Design muldiv_seq_flat, sky130hd; sources not shown.
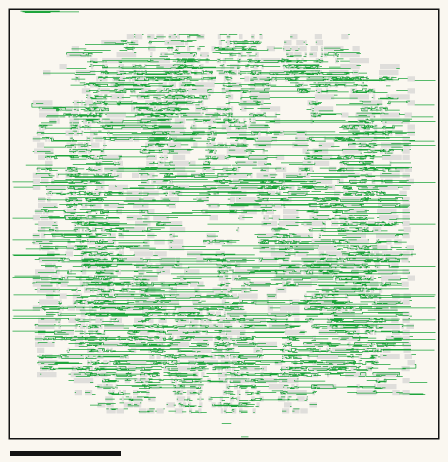
**Above:** M1 wires.
Bar = 50 um. Cells faint in the background.
- nets with wire on the layer: 1798
- wire length on this layer: 18500 um
- longest straight run: 52.4 um
- share of all routed wire: 46%
M1 GR Usage: 28.2%
Final Routed Wirelength: 40100 um
number of vias after detailed routing: 10900

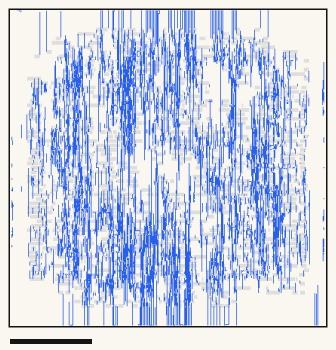
**Above:** M2 wires.
Bar = 50 um. Cells faint in the background.
- share of all routed wire: 47%
- nets with wire on the layer: 1567
- wire length on this layer: 18600 um
met2 capacity usage during global routing: 32.5%

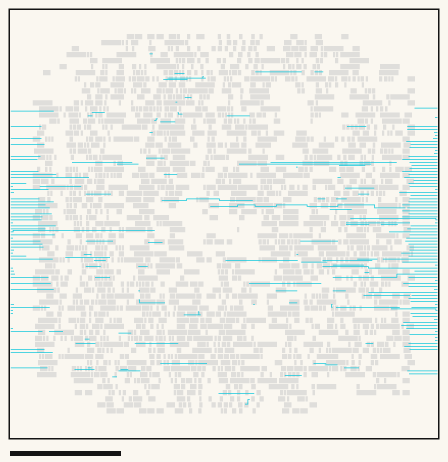
**Above:** the metal 3 layer.
Bar = 50 um. Cells faint in the background.
- longest straight run: 63.7 um
- nets with wire on the layer: 183
- main direction: horizontal
- wire length on this layer: 2560 um
met3 usage: 4.45%

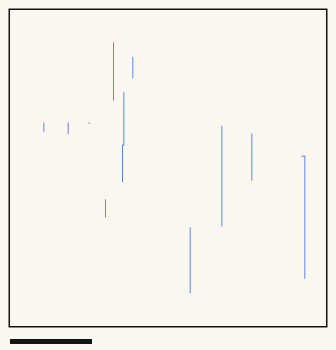
**Above:** signal wires on met4.
Bar = 50 um.
- longest straight run: 74.8 um
- nets with wire on the layer: 8
- main direction: vertical

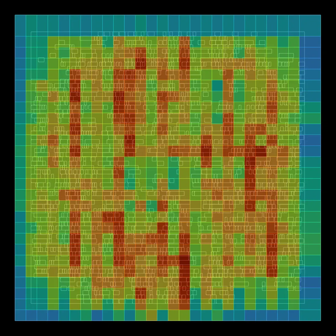
**Above:** routing congestion.
wire per inst: 18.3 um
Top Usage Layer GRT: met2
final core occ: 54.5%

==> results.txt <==
run results: Maximum Capacitance Violations 0, vias in the first global route 10600, length of routed met3 wiring roughly 2600 um, power density cells about 1600 nW/um2, flops & latches, synth around 170, Switching Share between 40% and 50%, status finished with violations, fraction of layout cells with a size suffix above 1 29.6%, leakage power approximately 8 nW, worst path setup slack after routing -390 ps, final setup TNS -37370 ps, area enclosed by the die boundary 37200 um2, syn_nets ~1600, Multiplexer share 0%, Setup-failing EPs final slightly below 200, cell at the root of the clock tree clkbuf_8, total routing usage reported by global routing 20.5%, total internal power roughly 14 mW, share of synthesized cell area in full adder, half adder and majority cells 8.14%, total power 26.2 mW, post-synth tally of flip-flops with integrated enable 0, Buffers, non-clock slightly above 400, most instantiated logic cells after routing 363 x nand2_1, 167 x dfrtp_1, 166 x inv_1, hold_buf cts 1, Levels on crit path 6, distinct cell type count after synthesis 35, number of antenna violations at the first check in global routing 3, crit path kind flop to output port, max-slew violation count 0, number of sinks on the clock net approximately 170, post-detailed-placement cell area about 14000 um2, Post-Layout Cell Count 2194, ANT nets after route 0, leading cell type by number of instances after synthesis nand2_1, Tcrit/Tclk final 119%, leading area contributor after synthesis dfrtp_1, violations in the final reports setup timing, setup fix buffers added after clock tree synthesis 17, power consumed by sequential cells between 4 and 5 mW, Max IR drop VDD around 0.84 mV, simple-gate area share of the yosys netlist between 20% and 30%, multi-input logic portion of the cell area about 40%, prevailing logic family in the synthesized netlist simple AND/OR/NAND/NOR gates, core footprint a little under 30000 um2, critical path buffer and inverter count 3, fraction of cell area in non-clock buffers 25.5%, number of buffers between clock root and the deepest sink 2, Final #Nets between 1500 and 2000, most used flip-flop cell after synthesis dfrtp_1, Worst Setup Start Kind flop
Power and IR drop assume default switching activity.
